==> src/rtl/ori_dram_pkg.sv <==
// Shared phase numbering, slot types and counter types for the Orion DRAM
// cycle sequencer.
package ori_dram_pkg;

    localparam logic [3:0] PH_LATCH = 4'd0;
    localparam logic [3:0] PH_RAS   = 4'd1;
    localparam logic [3:0] PH_COL   = 4'd2;
    localparam logic [3:0] PH_CAS   = 4'd3;
    localparam logic [3:0] PH_DATA  = 4'd5;
    localparam logic [3:0] PH_END   = 4'd6;
    localparam logic [3:0] PH_ADV   = 4'd7;

    typedef enum logic {
        SLOT_VID = 1'b0,
        SLOT_CPU = 1'b1
    } slot_e;

    typedef logic [5:0] col_t;
    typedef logic [8:0] row_t;

endpackage

==> src/rtl/ori_vid_cnt.sv <==
// Video column/row position counters with blanking decode and a one-clock
// pulse when the frame wraps.
module ori_vid_cnt
    import ori_dram_pkg::*;
#(
    parameter int NUM_COLS = 48,
    parameter int H_TOTAL  = 64,
    parameter int NUM_ROWS = 256,
    parameter int V_TOTAL  = 312
) (
    input  logic       clk_i,
    input  logic       rst_n_i,
    input  logic       adv_i,
    output col_t       col_o,
    output logic [7:0] row_o,
    output logic       blank_o,
    output logic       frame_end_o
);

    col_t col;
    row_t row;
    logic col_wrap;
    logic row_wrap;

    assign col_wrap = int'(col) == H_TOTAL - 1;
    assign row_wrap = int'(row) == V_TOTAL - 1;

    // NOTE: non-blocking assignments so every register samples pre-edge values.
    always_ff @(posedge clk_i) begin
        if (!rst_n_i) begin
            col         <= '0;
            row         <= '0;
            frame_end_o <= 1'b0;
        end else begin
            frame_end_o <= 1'b0;
            if (adv_i) begin
                if (col_wrap) begin
                    col <= '0;
                    if (row_wrap) begin
                        row         <= '0;
                        frame_end_o <= 1'b1;
                    end else begin
                        row <= row + 9'd1;
                    end
                end else begin
                    col <= col + 6'd1;
                end
            end
        end
    end

    assign col_o   = col;
    assign row_o   = row[7:0];
    assign blank_o = !(int'(col) < NUM_COLS && int'(row) < NUM_ROWS);

endmodule

==> src/rtl/ori_dram_seq.sv <==
// DRAM slot sequencer: alternating video/CPU slots, RAS/CAS/WE timing and the
// address-mux latch strobe. Build option ORI_DRAM_REFRESH_EN enables RAS-only
// refresh in blanking-area video slots.
module ori_dram_seq
    import ori_dram_pkg::*;
#(
    parameter int SLOT_CLKS = 8,
    parameter int NUM_COLS  = 48,
    parameter int H_TOTAL   = 64,
    parameter int NUM_ROWS  = 256,
    parameter int V_TOTAL   = 312
) (
    input  logic       clk_i,
    input  logic       rst_n_i,
    input  logic       cpu_req_i,
    input  logic       cpu_wr_i,
    output logic       cke_ras_n_o,
    output logic       acc_cpu_o,
    output logic [5:0] num_col_o,
    output logic [7:0] num_row_o,
    output logic       ras_n_o,
    output logic       cas_n_o,
    output logic       we_n_o,
    output logic       row_sel_o,
    output logic       vid_load_o,
    output logic       cpu_ack_o,
    output logic       blank_o,
    output logic       frame_end_o
);

    logic [3:0] phase;
    slot_e      slot;
    logic       last_ph;
    logic       adv;
    logic       act_ras;
    logic       act_cas;
    logic       wr_q;
    logic       vid_ras;
    logic       vid_cas;

    assign last_ph = int'(phase) == SLOT_CLKS - 1;
    assign adv     = (phase == PH_ADV) && (slot == SLOT_VID);

`ifdef ORI_DRAM_REFRESH_EN
    // Blank video slots still open a row so the row counter refreshes memory.
    assign vid_ras = 1'b1;
    assign vid_cas = !blank_o;
`else
    assign vid_ras = !blank_o;
    assign vid_cas = !blank_o;
`endif

    always_ff @(posedge clk_i) begin
        if (!rst_n_i) begin
            phase       <= PH_LATCH;
            slot        <= SLOT_VID;
            act_ras     <= 1'b0;
            act_cas     <= 1'b0;
            wr_q        <= 1'b0;
            cke_ras_n_o <= 1'b0;
            acc_cpu_o   <= 1'b0;
            ras_n_o     <= 1'b1;
            cas_n_o     <= 1'b1;
            we_n_o      <= 1'b1;
            row_sel_o   <= 1'b1;
            vid_load_o  <= 1'b0;
            cpu_ack_o   <= 1'b0;
        end else begin
            phase <= last_ph ? PH_LATCH : phase + 4'd1;
            if (last_ph) begin
                slot <= (slot == SLOT_VID) ? SLOT_CPU : SLOT_VID;
            end

            cke_ras_n_o <= (phase == PH_LATCH);
            vid_load_o  <= 1'b0;
            cpu_ack_o   <= 1'b0;

            case (phase)
                PH_LATCH: begin
                    acc_cpu_o <= (slot == SLOT_CPU);
                    if (slot == SLOT_CPU) begin
                        act_ras <= cpu_req_i;
                        act_cas <= cpu_req_i;
                        wr_q    <= cpu_wr_i;
                    end else begin
                        act_ras <= vid_ras;
                        act_cas <= vid_cas;
                        wr_q    <= 1'b0;
                    end
                end
                PH_RAS: begin
                    if (act_ras) ras_n_o <= 1'b0;
                end
                PH_COL: begin
                    if (act_cas) row_sel_o <= 1'b0;
                end
                PH_CAS: begin
                    if (act_cas) begin
                        cas_n_o <= 1'b0;
                        we_n_o  <= !(acc_cpu_o && wr_q);
                    end
                end
                PH_DATA: begin
                    if (act_cas) begin
                        vid_load_o <= !acc_cpu_o;
                        cpu_ack_o  <= acc_cpu_o;
                    end
                end
                PH_END: begin
                    ras_n_o   <= 1'b1;
                    cas_n_o   <= 1'b1;
                    we_n_o    <= 1'b1;
                    row_sel_o <= 1'b1;
                end
                default: ;
            endcase
        end
    end

    ori_vid_cnt #(
        .NUM_COLS (NUM_COLS),
        .H_TOTAL  (H_TOTAL),
        .NUM_ROWS (NUM_ROWS),
        .V_TOTAL  (V_TOTAL)
    ) u_vid_cnt (
        .clk_i       (clk_i),
        .rst_n_i     (rst_n_i),
        .adv_i       (adv),
        .col_o       (num_col_o),
        .row_o       (num_row_o),
        .blank_o     (blank_o),
        .frame_end_o (frame_end_o)
    );

endmodule

==> config.mk <==
export PLATFORM = sky130hd
export DESIGN_NAME = ori_dram_seq
export DESIGN_NICKNAME = d
export VERILOG_FILES = /design/src/rtl/ori_dram_pkg.sv /design/src/rtl/ori_vid_cnt.sv /design/src/rtl/ori_dram_seq.sv
export SDC_FILE = /design/constraint.sdc
export NUM_CORES = 1
export LEC_CHECK = 0
export ABC_CLOCK_PERIOD_IN_PS = 3050
export CORE_ASPECT_RATIO = 1.25
export CORE_MARGIN = 2
export CORE_UTILIZATION = 40
export CTS_CLUSTER_SIZE = 40
export DETAILED_ROUTE_END_ITERATION = 16
export PLACE_DENSITY_LB_ADDON = 0.25
export SYNTH_ARGS = -nofsm -noshare
export SYNTH_HDL_FRONTEND = slang
export SYNTH_SLANG_ARGS = --single-unit
export TNS_END_PERCENT = 100
==> constraint.sdc <==
create_clock -name clk_i -period 3.05 [get_ports clk_i]
set_input_delay 0.61 -clock clk_i [delete_from_list [all_inputs] [get_ports clk_i]]
set_output_delay 0.61 -clock clk_i [all_outputs]
set_load 0.03 [all_outputs]
Fig. 1: run 1, wiring heat map
Scale: 6 px per µm. 12 x 14 tiles, from white (low) to dark blue (high), scaled to the fullest tile. Values are wire area over tile area, all layers added.
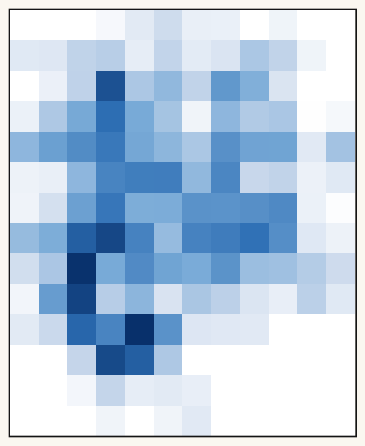
mean over tiles = 0.12
densest ninth of the die = center
fullest tile = 0.40
nearly empty tiles = 23%
tiles over half the peak = 24%
emptiest ninth of the die = lower right
vias post-DR: 1149
Total Wirelength: 2940 µm
Total GRT Usage: 0.154
wire length per cell: 13.3 µm

Fig. 2: run 1, logic cells by family
Scale: 6 px per µm.
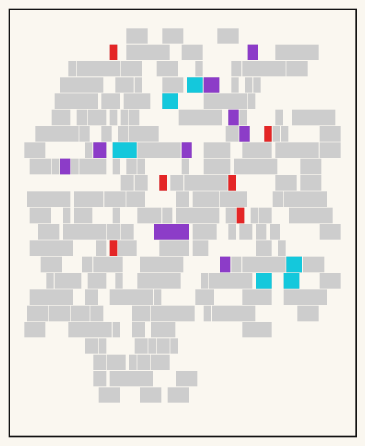
purple -> aoi and oai cells  # cells 9, most used a21oi_1
red -> inv cells  # cells 6, most used inv_1
cyan -> non-inverting ao/oa cells  # cells 6, most used a21o_1

Fig. 3: run 1, clock network drawn from the DEF
Scale: 6 px per µm.
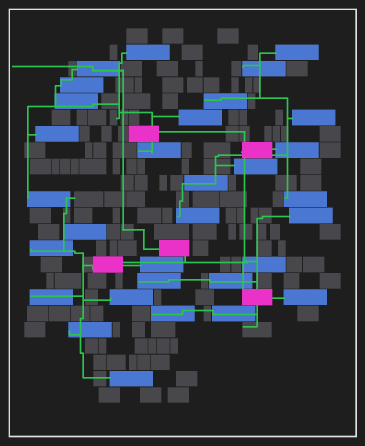
magenta -> clock drivers  # count 5
blue -> flip-flops  # count 31
green -> clock wires  # length 429 µm
routed clock nets = 6

## run 1: flip-flops by register name (all words and copies together), names as in the netlist
signal                 flops
row_sel_o                  1
cke_ras_n_o                1
phase                      4
vid_load_o                 1
we_n_o                     1
cas_n_o                    1
u_vid_cnt.col_o            6
acc_cpu_o                  1
wr_q                       1
ras_n_o                    1
cpu_ack_o                  1
u_vid_cnt.frame_end_o      1
slot                       1
act_cas                    1
u_vid_cnt.row              9
## run 1: area by class of cell
cell class | instances | area, µm²
fillers | 312 | 1690
repair buffers | 27 | 270
clock buffers | 8 | 100
multi-input cells | 109 | 701
inverters | 6 | 22.5
well taps | 39 | 48.8
flip-flops and latches | 31 | 621
==> impl_metrics.toml, run 1 <==
# flow metrics
[final_timing]
fmax_mhz = 466
hold_viol = 0
grt_setup_unrepaired = "no"
finalWorstSetupSlack_ns = 0.905
finalMaxSlewViolations = 0
fin_hold_ws_ns = 0.449
fin_crit_ns = 2.15

[finish]
final_cell_area_um2 = 1760
lay_top_count = "dfxtp_1"
areaGrowthSynthToFinish_pct = 22.8
utilization = 0.511
diodes = 0

[global_routing]
grt_max_degree = 16
grt_pass1_wl_um = 4860
use_met3 = 0.0512
gr-usage-met2 = 0.261
grt_use_met1 = 0.169

[logic_synthesis]
ys_types = 33
avgSynthCellArea_um2 = 9.08
yosysTopAreaCell = "dfxtp_1"
yosysWarnings = 0
synth-simple-area-share = 0.267
aoi_share = 0.0759
adder_share = 0.0523
ys_seq_elements = 31
syn_area_um2 = 1440

[floorplan]
num_rows = 24
die_y_um = 71.0
die-area_um2 = 4090

[hold_path]
hold_start = "row_sel_o"

[setup_path]
crit_chain = "a21o_1 > clkdlybuf4s50_1"
cp_max_fo = 5

[power]
internal_power_w = 0.000642
power.switching_w = 0.000187

[cts]
cts_hold_buffers = 0
clk_pin_slew_worst_paths_ns = 0.06
post-cts-setup-buffer-count = 0

[run_status]
outcome = "complete, no violations"

[routing]
top_layer = "met4"
dr.pass1.iters = 4

[placed_design]
dpl_cell_area_um2 = 1660
==> run 1 -> run 2 <==
--- a/config.mk
+++ b/config.mk
@@ -5,7 +5,7 @@
 export SDC_FILE = /design/constraint.sdc
 export NUM_CORES = 1
 export LEC_CHECK = 0
-export ABC_CLOCK_PERIOD_IN_PS = 3050
+export ABC_CLOCK_PERIOD_IN_PS = 2090
 export CORE_ASPECT_RATIO = 1.25
 export CORE_MARGIN = 2
 export CORE_UTILIZATION = 40
==> constraint.sdc (replaced) <==
create_clock -name clk_i -period 2.09 [get_ports clk_i]
set_input_delay 0.418 -clock clk_i [delete_from_list [all_inputs] [get_ports clk_i]]
set_output_delay 0.418 -clock clk_i [all_outputs]
set_load 0.03 [all_outputs]
Fig. 4: run 2, congestion heat map
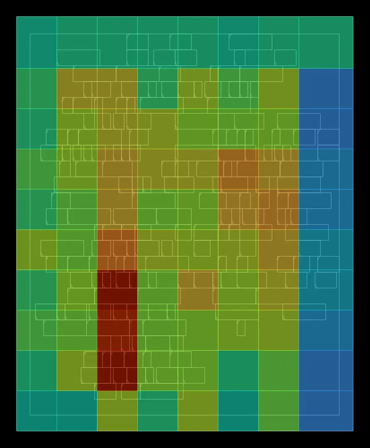
GR Util met2: 0.258
Most Used Layer, Global Route: met2
GR Layer Usage met3: 0.0603

==> impl_metrics.toml, run 2 <==
# flow metrics
[final_timing]
fin_crit_ns = 1.96
finalWorstSetupSlack_ns = 0.134
finalMaxSlewViolations = 0
hold_viol = 0
fmax_mhz = 511
grt_setup_unrepaired = "no"
fin_hold_ws_ns = 0.454

[finish]
ff_latch_area_um2 = 621
utilization = 0.516
final_cell_area_um2 = 1780
logic_gate_count = 109
sh_seq_area = 0.348
inv_count = 6
fillers = 325
comb-cell-share = 0.393
regMostFlops = "u_vid_cnt.row"
areaGrowthSynthToFinish_pct = 24.2
ff_count = 31
largest_reg_flops = 9
diodes = 0
area_dominant_class = "combinational gates"
nNonClkBuffers = 32
logic_area_um2 = 701

[floorplan]
die-area_um2 = 4090
die_y_um = 71.0
num_rows = 24
n_tap_cell = 39

[logic_synthesis]
syn_area_um2 = 1440
synth-simple-area-share = 0.267
ys_seq_elements = 31
avgSynthCellArea_um2 = 9.08
aoi_share = 0.0759
yosysWarnings = 0
yosysTopAreaCell = "dfxtp_1"

[placed_design]
dpl_cell_area_um2 = 1700

[run_status]
outcome = "complete, no violations"

[cts]
cts_hold_buffers = 0
clk_pin_slew_worst_paths_ns = 0.06
post-cts-setup-buffer-count = 0

[setup_path]
cp_max_fo = 5

[routing]
dr.pass1.iters = 4
top_layer = "met4"
wl_met3_um = 139

[power]
internal_power_w = 0.000873
power.switching_w = 0.000275

[global_routing]
grt_max_degree = 11
track_usage = 0.155
Fig. 5: run 2, wiring heat map
Scale: 6 px per µm. 12 x 14 tiles, from white (low) to dark blue (high), scaled to the fullest tile. Values are wire area over tile area, all layers added.
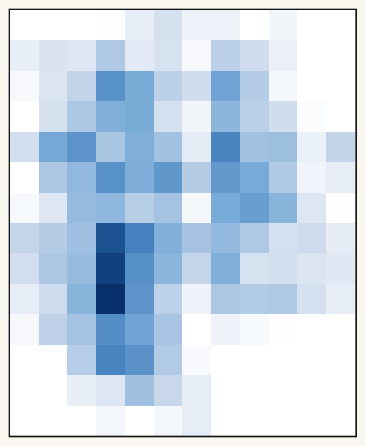
nearly empty tiles = 26%
mean over tiles = 0.11
tiles over half the peak = 13%
vias post-DR: 1164
Total Wirelength: 2840 µm

-- run 2: cell counts after synthesis --
No cell type changed its count.
-- run 2: worst paths after layout --
| check | startpoint | endpoint | slack, ns | cells after the start |
|---|---|---|---|---|
| worst max-delay path | u_vid_cnt.col_o[4] | blank_o | 0.13 | 2 |
| worst min-delay path | cas_n_o | cas_n_o | 0.45 | 1 |
| worst max register to register | u_vid_cnt.row[0] | u_vid_cnt.row[8] | 0.28 | 5 |
| worst min register to register | cas_n_o | cas_n_o | 0.45 | 1 |
-- run 2: metal layers --
metal,up-vias,GRT usage
met5,-,0
met4,0,0.0801
met3,7,0.0603
met2,30,0.258
met1,536,0.169
li1,591,-
-- run 2: critical path: stages (launching register included) --
cell             delay [ns]
dfxtp_1                0.42
a21o_1                 0.17
clkdlybuf4s50_1        0.67
==> run 2 -> run 3 <==
--- a/config.mk
+++ b/config.mk
@@ -5,10 +5,11 @@
 export SDC_FILE = /design/constraint.sdc
 export NUM_CORES = 1
 export LEC_CHECK = 0
-export ABC_CLOCK_PERIOD_IN_PS = 2090
+export ABC_CLOCK_PERIOD_IN_PS = 2350
 export CORE_ASPECT_RATIO = 1.25
 export CORE_MARGIN = 2
 export CORE_UTILIZATION = 40
+export CTS_BUF_LIST = sky130_fd_sc_hd__clkbuf_2 sky130_fd_sc_hd__clkbuf_4 sky130_fd_sc_hd__clkbuf_8
 export CTS_CLUSTER_SIZE = 40
 export DETAILED_ROUTE_END_ITERATION = 16
 export PLACE_DENSITY_LB_ADDON = 0.25
==> constraint.sdc (replaced) <==
create_clock -name clk_i -period 2.35 [get_ports clk_i]
set_input_delay 0.47 -clock clk_i [delete_from_list [all_inputs] [get_ports clk_i]]
set_output_delay 0.47 -clock clk_i [all_outputs]
set_load 0.03 [all_outputs]
Fig. 6: run 3, congestion heat map
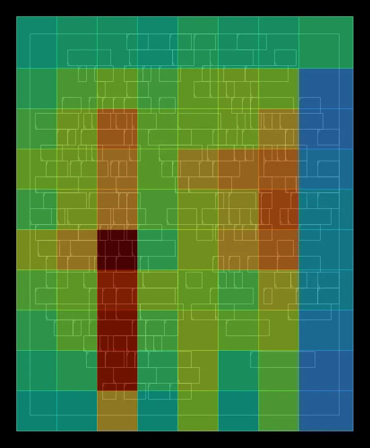
wire length per cell: 13.6 µm
met1 usage: 0.166
GR Util met2: 0.268
Core Util, Final: 0.517

==> impl_metrics.toml, run 3 <==
# flow metrics
[setup_path]
crit_chain = "a21o_1 > clkdlybuf4s50_1"
cp_num_buf_inv = 1
max_stage_delay_ns = 0.67
critical-path-slowest-cell = "clkdlybuf4s50_1"
reg2reg_to = "u_vid_cnt.row[4]"
r2r_slack_ns = 0.38
startpoint = "u_vid_cnt.col_o[4]"
cp.depth = 2
cp_max_fo = 5
r2r-start = "phase[1]"
ff2ff_path_depth = 5
endpoint = "blank_o"
cp_top_family = "buffers and inverters"

[finish]
area_dominant_class = "combinational gates"
comb-cell-share = 0.393
logic_area_um2 = 701
inv_count = 6
regMostFlops = "u_vid_cnt.row"
sh_seq_area = 0.348
final_cell_area_um2 = 1780
logic_gate_count = 109
ff_count = 31
largest_reg_flops = 9
diodes = 0
fillers = 328
ff_latch_area_um2 = 621
nNonClkBuffers = 29

[logic_synthesis]
adder_share = 0.0523
yosysWarnings = 0
syn_area_um2 = 1440
synth-simple-area-share = 0.267
yosysTopAreaCell = "dfxtp_1"
synthCells = 158
edf_count = 0
avgSynthCellArea_um2 = 9.08
aoi_share = 0.0759
ys_seq_elements = 31

[global_routing]
antenna_found_initial = 0
track_usage = 0.156
grt_max_degree = 16

[placed_design]
dpl_cell_area_um2 = 1680

[floorplan]
num_rows = 24
die-area_um2 = 4090
die_y_um = 71.0

[cts]
post-cts-setup-buffer-count = 0
clk_pin_slew_worst_paths_ns = 0.06
root_buffer = "clkbuf_8"
cts_hold_buffers = 0

[final_timing]
grt_setup_unrepaired = "no"
fin_crit_ns = 2.01
setup-violations-final = 0
fmax_mhz = 498
finalMaxSlewViolations = 0
finalCritPeriodShare = 0.855
hold_viol = 0
finalWorstSetupSlack_ns = 0.342
fin_hold_ws_ns = 0.456

[power]
power.switching_w = 0.000241
internal_power_w = 0.000889

[routing]
antenna_left = 0
drt_iter0_drc = 24
wl_met3_um = 119
via_count = 1180
dr.pass1.iters = 4
top_layer = "met4"
drt_wl_total_um = 3000

[run_status]
outcome = "complete, no violations"

[run]
openroad.warnings = 29
Fig. 7: run 3, clock network drawn from the DEF
Scale: 6 px per µm.
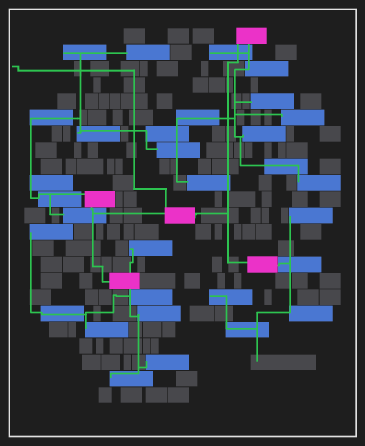
magenta -> clock drivers  # count 5
blue -> flip-flops  # count 31
green -> clock wires  # length 412 µm
routed clock nets = 6
Final Skew: 0.00770 ns
Late-Pin Clk Latency: 0.28 ns
part of the power in the clock network: 0.452
Power Clock: 0.000511 W

## run 3: cell count changes in the layout (fill, tap and decap cells not counted)
cell,before,now
buf_4,5,2
bufinv_16,0,1
clkbuf_1,2,0
clkinv_2,1,0
clkbuf_4,0,1
## run 3: worst min-delay path by stage
| stage | start | endpoint | cells past startpoint |
|---|---|---|---|
| after floorplan | wr_q | wr_q | 2 |
| after global placement | cas_n_o | cas_n_o | 1 |
| after detailed placement | cas_n_o | cas_n_o | 1 |
| after CTS | cas_n_o | cas_n_o | 1 |
| after global routing | row_sel_o | row_sel_o | 1 |
| final | ras_n_o | ras_n_o | 1 |
## run 3: metal layers
metal	global-route usage	vias up
met5	0	-
met4	0.0982	0
met3	0.0402	7
met2	0.268	27
met1	0.166	562
li1	-	584
Power figures rest on the tool's default switching activity, not on a simulated workload.
